==> src/rtl/fetch_pkg.sv <==
// Shared core definitions used by the fetch stage: NOP encoding, reset PC default
// and the fetch FSM state type.
package fetch_pkg;

    localparam logic [31:0] NOP_INSTR        = 32'h0000_0013;
    localparam logic [31:0] DEFAULT_RESET_PC = 32'h0000_0000;

    typedef enum logic {
        IDLE,
        WAIT
    } fetch_state_t;

    function automatic logic is_misaligned(input logic [31:0] addr);
        return addr[1:0] != 2'b00;
    endfunction

endpackage

==> src/rtl/fetch.sv <==
// Instruction-fetch stage: owns the architectural PC, issues one imem read per
// enable pulse and hands the fetched instruction to decode with a done pulse.
module fetch
    import fetch_pkg::*;
#(
    parameter logic [31:0] RESET_PC = DEFAULT_RESET_PC,
    parameter int          IMEM_AW  = 15
) (
    input  logic               clk,
    input  logic               rstn,
    input  logic               enable,
    output logic               done,
    input  logic               pcenable,
    input  logic [31:0]        next_pc,
    output logic [31:0]        pc_out,
    output logic [31:0]        instr,
    output logic               misaligned,
    output logic               imem_req,
    output logic [IMEM_AW-1:0] imem_addr,
    input  logic [31:0]        imem_rdata,
    input  logic               imem_valid
);

    fetch_state_t state;
    fetch_state_t state_next;

    logic [31:0] pc;
    logic [31:0] fetch_pc;
    logic [31:0] fa;
    logic        start_issue;
    logic        start_fault;
    logic        finish;

    // A same-cycle PC write from the write stage is bypassed into the fetch address.
    assign fa = pcenable ? next_pc : pc;

    // NOTE: reset is synchronous, so it lives inside the clocked branch rather than the sensitivity list.
    always_ff @(posedge clk) begin
        if (!rstn) begin
            state <= IDLE;
        end else begin
            state <= state_next;
        end
    end

    // NOTE: every combinational output gets a default first so no latch is inferred.
    always_comb begin
        state_next = state;
        case (state)
            IDLE: begin
                if (enable && !done && !is_misaligned(fa)) begin
                    state_next = WAIT;
                end
            end
            WAIT: begin
                if (imem_valid) begin
                    state_next = IDLE;
                end
            end
            default: state_next = IDLE;
        endcase
    end

    // Enable is ignored while busy and in the done cycle; the controller re-pulses.
    always_comb begin
        start_issue = 1'b0;
        start_fault = 1'b0;
        finish      = 1'b0;
        case (state)
            IDLE: begin
                if (enable && !done) begin
                    if (is_misaligned(fa)) begin
                        start_fault = 1'b1;
                    end else begin
                        start_issue = 1'b1;
                    end
                end
            end
            WAIT: begin
                finish = imem_valid;
            end
            default: begin
                finish = 1'b0;
            end
        endcase
    end

    // The PC only ever changes through the write stage; an in-flight fetch keeps fetch_pc.
    always_ff @(posedge clk) begin
        if (!rstn) begin
            pc <= RESET_PC;
        end else if (pcenable) begin
            pc <= next_pc;
        end
    end

    always_ff @(posedge clk) begin
        if (!rstn) begin
            done       <= 1'b0;
            imem_req   <= 1'b0;
            imem_addr  <= '0;
            fetch_pc   <= '0;
            instr      <= '0;
            pc_out     <= '0;
            misaligned <= 1'b0;
        end else begin
            done     <= start_fault | finish;
            imem_req <= start_issue;
            if (start_issue) begin
                imem_addr <= fa[IMEM_AW+1:2];
                fetch_pc  <= fa;
            end
            if (start_fault) begin
                instr      <= NOP_INSTR;
                pc_out     <= fa;
                misaligned <= 1'b1;
            end else if (finish) begin
                instr      <= imem_rdata;
                pc_out     <= fetch_pc;
                misaligned <= 1'b0;
            end
        end
    end

endmodule
==> config.mk <==
export PLATFORM = sky130hd
export DESIGN_NAME = fetch
export DESIGN_NICKNAME = d
export VERILOG_FILES = /design/src/rtl/fetch_pkg.sv /design/src/rtl/fetch.sv
export SDC_FILE = /design/constraint.sdc
export NUM_CORES = 1
export LEC_CHECK = 0
export CORE_MARGIN = 1
export CORE_UTILIZATION = 65
export DETAILED_ROUTE_END_ITERATION = 8
export DONT_BUFFER_PORTS = 1
export PLACE_DENSITY = 0.78
export SLEW_MARGIN = 15
export SYNTH_ARGS = -nofsm -noshare
export SYNTH_HDL_FRONTEND = slang
export SYNTH_SLANG_ARGS = --single-unit
==> constraint.sdc <==
create_clock -name clk -period 3.32 [get_ports clk]
set_input_delay 0.664 -clock clk [delete_from_list [all_inputs] [get_ports clk]]
set_output_delay 0.664 -clock clk [all_outputs]
set_load 0.02 [all_outputs]
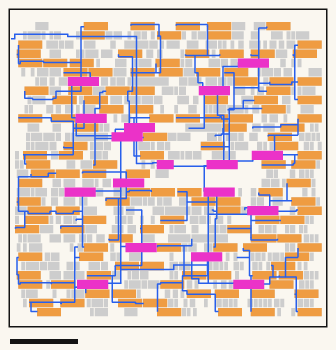
Figure 1: run 1, routed clock nets over the placement.
The bar under the picture is 20 µm long.
magenta -> clock-net drivers  # count 17
orange -> flip-flops  # count 132
blue -> clock wires  # length 1410 µm
flops lie = spread over the die

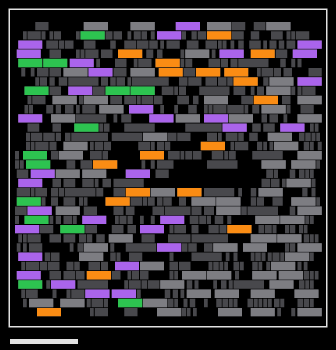
Figure 2: run 1, where the registers sit.
The bar under the picture is 20 µm long. Other sequential cells in the stronger grey, the rest of the logic in the fainter grey.
orange -> `fetch_pc`  # placed flops 18
purple -> `pc`  # placed flops 32, where spread over the die
green -> `imem_addr`  # placed flops 14
not coloured = 68

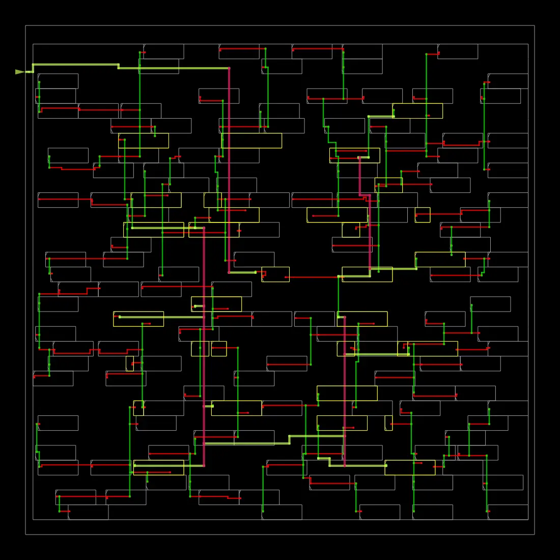
Figure 3: run 1, the clock network.
Latency at later pin: 0.52 ns
CTS Buf Count: 17
TritonCTS Sinks: 132
P_clk: 0.00191 W

==> changes_impl.md, run 1 <==
## Flow update

* Final Util at 0.744
* FP Rows at 32
* Final WS setup at 1.01 ns
* Crit end category: flop
* DRT iter0 DRCs at 180
* Fin Clk Skew at 0.00694 ns
* Pins Over Slew Limit at 0
* Comb/total area at 0.397
* Count leader, synth: dfxtp_1
* CTS tree: built
* Area grow syn2layout at 8.71%
* Fin crit share at 0.696
* Logic area at between 2000 and 2500 µm²
* Inverters at 31
* Hold_sp: imem_rdata[5]
* Status: completed
* Synth Warn # at 0
* Adder-cell share of the synthesized area at 0
* Max H-tree Level at 4
* RePlAce Congestion at ~0.72
* Layout clock buffer count at 20
* Fin. Hold Viols at 0
* Most instantiated logic cells after routing: dfxtp_1 (131), nand2_1 (126), mux2i_1 (62), and3_1 (32), a21oi_1 (32)
* Core area at roughly 8000 µm²
* Stage-log warning count at 26
* R2R Setup Slk at a little over 1 ns
* Most numerous logic cell after layout: dfxtp_1
* DPL Wire Length at 6.69 mm
* CP startpoint: done
* Filler cells at 585
* Placement Setup Slack at 0.659 ns
* DP Cell Count at 634
* Min-Delay Path Class: in -> reg
* Flip-flops at about 130
* Number of nets at floorplan at between 600 and 700
* PnR Total Power at a little under 0.004 W
* Cell Pwr Density at 667 nW/µm²
* WL/cell at 16.4 µm
* Synth cell types at 26
* P_leak at around 2.8 nW
* I/O Pins at 151
* CTS root buf: clkbuf_8
* Yosys simple share at 0.138
* Core utilization before placement at 0.685
* Seq share, synth at 0.489
* Netlist Area Pre-Place at between 5000 and 6000 µm²
* Signal buffers share of area at 0.00639
* Number of cells on the critical path at 3
* Antenna-violating nets left at 0
* Max-Cap Viols at 0
* Maximum buffer depth of the clock tree at 2
* Antenna cells at 0
* Die Ht at 93.2 µm
* Crit path required time at 3.67 ns
* Largest cell class: flip-flops and latches
* DIE WIDTH at slightly above 90 µm
* Syn avg cell area at 9.15 µm²
* #MultiIn Comb at between 300 and 400
* Tapcell count at 102
* Chip area at between 8000 and 9000 µm²
* CTS Hold Buffers Added at 0
* Non-clk bufs at 5
* Largest net degree at the start of global routing at around 97
* MUX share of area at 0.177
* Worst slew margin at 0.251
* Crit-path max cell delay at 0.94 ns
* XORs/XNORs by Area at 0
* Clock network area share at 0.105
* Layout cells sized above 1 at 0.122
* Initial antenna violation count at 0
* Hold Path End: instr[5]
* Critical path arrival at 2.66 ns
* Top cell type's share of synthesized area at 0.489
* Critical Path Slowest Stage Cell: or3_2
* Non-Filler Instances at between 600 and 700
* Register Area at 2640 µm²
* FMAX at 433 MHz
* Hold Path Depth at 2
* Global-route usage over all layers at 0.260
* Worst-case reg-to-reg path depth at 3
* Largest family of logic cells by area: multiplexers
* PortBufs at 0
* Sequential share of cell area at 0.450
* Commonest flop: dfxtp_1
* Chip Area, Yosys at 5400 µm²
* Post-CTS Setup Inserts at 0
* Drt pass-1 iters at 5
* Dpl cell area at 5260 µm²
* Area leader, netlist: dfxtp_1
* Worst Path Max Fanout at 37
* Crit Path Category: reg -> reg
* Routed via count at 3758
* # Cells Yosys at 590
* Number of enable flip-flop cells at 0
* First-pass GRT wire length at 17.5 mm
* Vias per cell at 5.64
* # setup viols final at 0
* CP Cell Sequence: or3b_1, or3_2, mux2i_1
* Max VDD drop at 0.000388 V
* Critical Path Source Type: flop
* FF+latch count, synth at 132
* Reg2reg start: done
* Final WL at 10.9 mm
* Cells after Synth at 590
==> run 1: per-layer routing <==
| layer | vias up | wire (µm) | global-route usage |
|---|---|---|---|
| li1 | 1872 | - | - |
| met1 | 1745 | 4410 | 0.286 |
| met2 | 127 | 5500 | 0.454 |
| met3 | 14 | 883 | 0.0959 |
| met4 | 0 | 130 | 0.103 |
| met5 | - | 0 | 0 |
==> run 1: flip-flops by register name (all words and copies together), names as in the netlist <==
name / flops
fetch_pc: 18
pc_out: 32
instr: 32
imem_req: 1
done: 1
imem_addr: 14
pc: 32
misaligned: 1
state: 1
==> run 1: where the power goes <==
part	internal (W)	switching, W	total, W
logic	0.000111	0.000133	0.000245
registers	0.00166	0.0000988	0.00176
clock network	0.00124	0.000667	0.00191
--- run 2 (diff from run 1) ---
- CORE_UTILIZATION: 65 -> 63
- PLACE_DENSITY: 0.78 -> 0.76
- clock period: 3.32 -> 2.3 ns (I/O delays scaled with it)
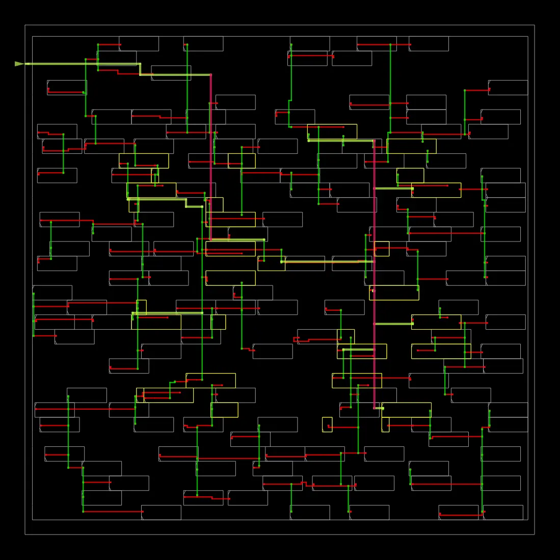
Figure 4: run 2, the clock network.
Fin Clk Skew: 0.00815 ns
P_clk: 0.00243 W

==> run 2 against run 1 <==
Effect of this change:
- non-clock buffer count rose by 4
- critical path depth rose by 1
- area after synthesis unchanged
- first-iteration DRC count down 18%
- synthesized cell count did not move
- worst hold slack lost 0.18 ns
- cell area decreased by 0.38%
- die area is 3.1% higher
- fmax increased by 17%
- sequential power rose by 44%
- total power rose by 36%
- sequential cell count unchanged
- critical path type unchanged
- largest power group is now registers
- highest routed layer unchanged
==> changes_impl.md, run 2 <==
## Flow update

* Status: completed
* Chip Area, Yosys at 5400 µm²
* CTS tree: built
* Routed via count at 3761
* Final WL at 10.7 mm
* Signal buffers share of area at 0.0137
* Crit path required time at 2.66 ns
* Fin. Hold Viols at 0
* Max-Cap Viols at 0
* Met3 wire len at 896 µm
* Filler cells at 612
* Critical path arrival at around 2.3 ns
* Crit-path max cell delay at ~0.55 ns
* Core area at 8260 µm²
* Most instantiated logic cells after routing: dfxtp_1 (131), nand2_1 (126), mux2i_1 (62), and3_1 (32), a21oi_1 (32)
* Min-Delay Path Class: in -> reg
* Sequential power share at 0.477
* Core utilization before placement at 0.654
* Congestion Overflow GR at 0
* Met2 Usage GRT at 0.409
* GRT Max-Usage Layer: met2
* TritonCTS Sinks at 132
* Tapcell count at 105
* WL/cell at 15.9 µm
* Layout clock buffer count at 23
* Non-clk bufs at 9
* CP Cell Sequence: or3b_1, or3_2, buf_4, mux2i_1
* Register Area at 2640 µm²
* P_leak at roughly 2.8 nW
* Largest family of logic cells by area: multiplexers
* Netlist Area Pre-Place at around 5400 µm²
* CTS Buf Count at 17
* # Cells Yosys at 590
* Met1 Wirelength at 4.56 mm
* DP Cell Count at 641
* Top sig layer: met4
* Layout cells sized above 1 at 0.125
* DRT iter0 DRCs at about 150
* Critical Path Source Type: flop
* Logic area at between 2000 and 2500 µm²
* Internal power at 0.00408 W
* Adder-cell share of the synthesized area at 0
* Latency at later pin at 0.49 ns
* Top power group: registers
* Top flop regs: instr x32, pc x32, pc_out x32
* Count leader, synth: dfxtp_1
* Vias per cell at ~5.6
* Antenna-violating nets left at 0
* Clock network area share at 0.0930
* Initial antenna violation count at 1
* Largest cell class: flip-flops and latches
* Yosys simple share at 0.138
* Area grow syn2layout at 8.29%
* Pins Over Slew Limit at 0
* Routed wl met2 at ~5.1 mm
* Post-synth top cells: dfxtp_1 (132), nand2_1 (126), mux2i_1 (62)
* Inverters at 31
* Largest net degree at the start of global routing at 97
* DPL Wire Length at 6.71 mm
* Switch share at 0.235
* Synth Warn # at 0
* Most numerous logic cell after layout: dfxtp_1
* PnR Total Power at 0.00533 W
* Flip-flops at 132
* # setup viols final at 0
* Global-route usage over all layers at 0.241
* Fin crit share at 0.857
* FMAX at 507 MHz
* Drt pass-1 iters at 4
* Maximum buffer depth of the clock tree at 2
* Met1 usage at 0.276
* Comb/total area at 0.399
* Switching Power at roughly 0.0013 W
* Clk pin slew, worst setup/hold paths at 0.06 ns
* I/O Pins at 151
* Combinational power share at 0.068
* Critical Path Slowest Stage Cell: or3b_1
* RePlAce Congestion at 0.671
* Max H-tree Level at 4
* P_seq at 0.00254 W
* Commonest flop: dfxtp_1
* GR Layer Usage met3 at 0.0886
* Sequential share of cell area at 0.452
* Area leader, netlist: dfxtp_1
* First-pass GRT wire length at roughly 17 mm
* Cell Pwr Density at 911 nW/µm²
* Stage-log warning count at 26
* CTS root buf: clkbuf_8
* Comb. pwr at approximately 0.00036 W
* Seq share, synth at 0.489
* MUX share of area at 0.177
* FF+latch count, synth at ~130
* Chip area at 8950 µm²
* #MultiIn Comb at 364
* Clock power share at 0.455
* DIE WIDTH at ~95 µm
* Number of enable flip-flop cells at 0
* Non-Filler Instances at between 600 and 700
* Crit end category: flop
* FP Rows at 33
* Antenna cells at 1
* PortBufs at 0
* Max VDD drop at about 0.00059 V
* Top cell type's share of synthesized area at 0.489
* Die Ht at around 95 µm
* Worst slew margin at 0.549
* Cells after Synth at 590
-- run 2: cell counts after synthesis --
No cell type changed its count.
-- run 2: per-stage QoR --
step | setup WS (ns) | utilization
floorplan | 0.531 | -
global placement | 0.320 | 0.642
detailed placement | 0.307 | 0.642
CTS | 0.316 | 0.708
global route | 0.257 | 0.708
finish | 0.329 | 0.708
-- run 2: logic make-up after synthesis --
family,after synthesis
simple gates,171
flops,132
compound gates,101
buf+inv,94
mux,92
-- run 2: final timing paths --
| check | start | to | slack (ns) | cells after the start |
|---|---|---|---|---|
| max | done | pc_out[4] | 0.33 | 4 |
| max reg2reg | done | pc_out[4] | 0.33 | 4 |
| min | imem_rdata[20] | instr[20] | 0.10 | 2 |
| min reg2reg | fetch_pc[19] | fetch_pc[19] | 0.46 | 2 |
--- run 3 (diff from run 2) ---
- SETUP_SLACK_MARGIN: default -> 0.2
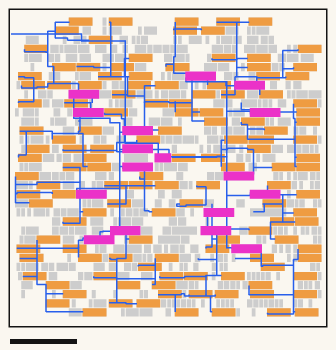
Figure 5: run 3, routed clock nets over the placement.
The bar under the picture is 20 µm long.
orange -> flip-flops  # count 132
magenta -> clock-net drivers  # count 17
blue -> clock wires  # length 1380 µm
flops lie = spread over the die
routed clock nets = 18
clock power share: 0.455
Latency at later pin: 0.49 ns

==> run 3 against run 2 <==
Effect of this change:
- wire length is the same
- first-iteration DRC count is the same
- sequential cell count is the same
- non-clock buffer count is the same
- worst setup slack is the same
- critical endpoint unchanged
==> changes_impl.md, run 3 <==
## Flow update

* Pins Over Slew Limit at 0
* DIE WIDTH at 94.6 µm
* CTS Hold Buffers Added at 0
* Crit end category: flop
* Top power group: registers
* Comb. pwr at 0.000360 W
* DPL Wire Length at between 6 and 7 mm
* Area grow syn2layout at 8.29%
* Sequential power share at 0.477
* Min-Delay Path Class: in -> reg
* Fin crit share at 0.857
* Global-route usage over all layers at 0.241
* Switching Power at 0.00125 W
* Congestion Overflow GR at 0
* Clk pin slew, worst setup/hold paths at 0.06 ns
* Combinational power share at 0.068
* Met3 wire len at 896 µm
* Initial antenna violation count at 1
* Worst Path Max Fanout at 22
* I/O Pins at between 150 and 200
* Crit-path max cell delay at 0.55 ns
* Max H-tree Level at 4
* Synth cell types at 26
* Core area at 8260 µm²
* Cell Pwr Density at a little over 900 nW/µm²
* Dpl cell area at 5300 µm²
* # setup viols final at 0
* Core utilization before placement at 0.654
* GR Layer Usage met3 at 0.0886
* Netlist Area Pre-Place at 5400 µm²
* Routed wl met2 at 5.10 mm
* Met2 Usage GRT at 0.409
* Drt pass-1 iters at 4
* Count leader, synth: dfxtp_1
* Antenna-violating nets left at 0
* FF+latch count, synth at about 130
* CP startpoint: done
* RSZ-0062 raised after global routing: false
* TritonCTS Sinks at between 100 and 150
* Syn avg cell area at between 9 and 10 µm²
* Largest net degree at the start of global routing at 97
* Most instantiated logic cells after routing: dfxtp_1 (131), nand2_1 (126), mux2i_1 (62), and3_1 (32), a21oi_1 (32)
* Met1 usage at 0.276
* CTS Buf Count at 17
* Final WS setup at 0.329 ns
* Seq share, synth at 0.489
* Met1 Wirelength at 4.56 mm
* Post-CTS Setup Inserts at 0
* Internal power at about 0.004 W
* Top flop regs: instr x32, pc x32, pc_out x32
* Worst slew margin at 0.549
* Critical Path Slowest Stage Cell: or3b_1
* Final Util at 0.708
* Top sig layer: met4
* Final WL at 10.7 mm
* Post-synth top cells: dfxtp_1 (132), nand2_1 (126), mux2i_1 (62)
* Critical Path Source Type: flop
* Placement Setup Slack at 0.307 ns
* Critical path arrival at 2.34 ns
* Chip area at 8950 µm²
* FMAX at 507 MHz
* Cells after Synth at between 500 and 600
* Max VDD drop at ~0.00059 V
* Synth Warn # at 0
* Crit path required time at roughly 2.7 ns
* Hold_sp: imem_rdata[20]
* DRT iter0 DRCs at 148
* CTS tree: built
* Die Ht at 94.6 µm
* Routed via count at 3761
* Number of enable flip-flop cells at 0
* PnR Total Power at 0.00533 W
* P_leak at 2.76 nW
* Fin. Hold Viols at 0
* DP Cell Count at approximately 640
* RePlAce Congestion at 0.671
* Vias per cell at 5.59
* Crit Path Category: reg -> reg
* # Cells Yosys at 590
* Stage-log warning count at 26
* P_clk at 0.00243 W
* Status: completed
* Filler cells at between 600 and 700
* Area leader, netlist: dfxtp_1
* Non-Filler Instances at approximately 670
* CTS root buf: clkbuf_8
* Most numerous logic cell after layout: dfxtp_1
* Reg2reg start: done
* First-pass GRT wire length at 16.8 mm
* Max-Cap Viols at 0
* CP Cell Sequence: or3b_1, or3_2, buf_4, mux2i_1
* FP Rows at 33
* Maximum buffer depth of the clock tree at 2
* Number of nets at floorplan at about 660
* Top cell type's share of synthesized area at 0.489
* CP bufs+invs at 1
* GRT Max-Usage Layer: met2
* Commonest flop: dfxtp_1
* Fin Clk Skew at about 0.0082 ns
-- run 3: worst paths after layout --
path,slack [ns],depth (start not counted),endpoint
setup / recovery,0.33,4,pc_out[4]
hold / removal,0.10,2,instr[20]
setup reg to reg,0.33,4,pc_out[4]
hold reg to reg,0.46,2,fetch_pc[19]
-- run 3: final cells by class --
class	instances	area (µm²)	area share
clock inverter	8	77.6	0.0133
multi-input combinational	364	2330	0.399
clock buffer	23	467	0.0798
antenna	1	2.50	0.000428
inverter	31	116	0.0199
tap	105	131	0.0225
sequential	132	2640	0.452
timing repair buffer	9	80.1	0.0137
-- run 3: logic make-up after synthesis --
group	count (synthesis)	synth area share
simple gates	171	0.138
flops	132	0.489
compound gates	101	0.111
buf+inv	94	0.0841
mux	92	0.177

==> layout pictures side by side <==
Cells by drive strength.
The bar under the picture is 20 µm long.
(a)
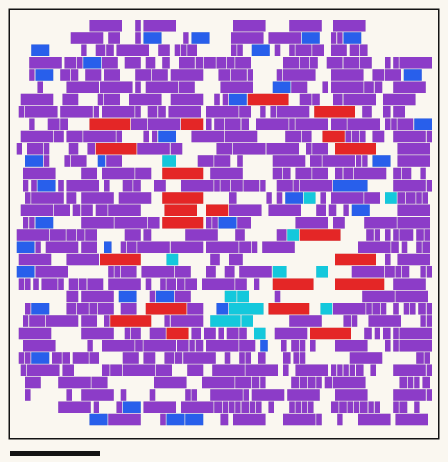
(b)
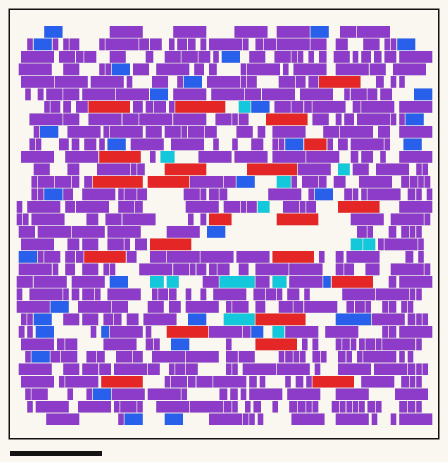
For run 3, see (a).
For run 1, see (b).

Key to (a):
purple -> x1 and smaller  # cells 496, share 87%
red -> x6 and larger  # cells 22, share 3.9%
cyan -> x3 and x4  # cells 14, share 2.5%
blue -> x2  # cells 35, share 6.2%

Power is estimated from default activity; no workload was simulated.
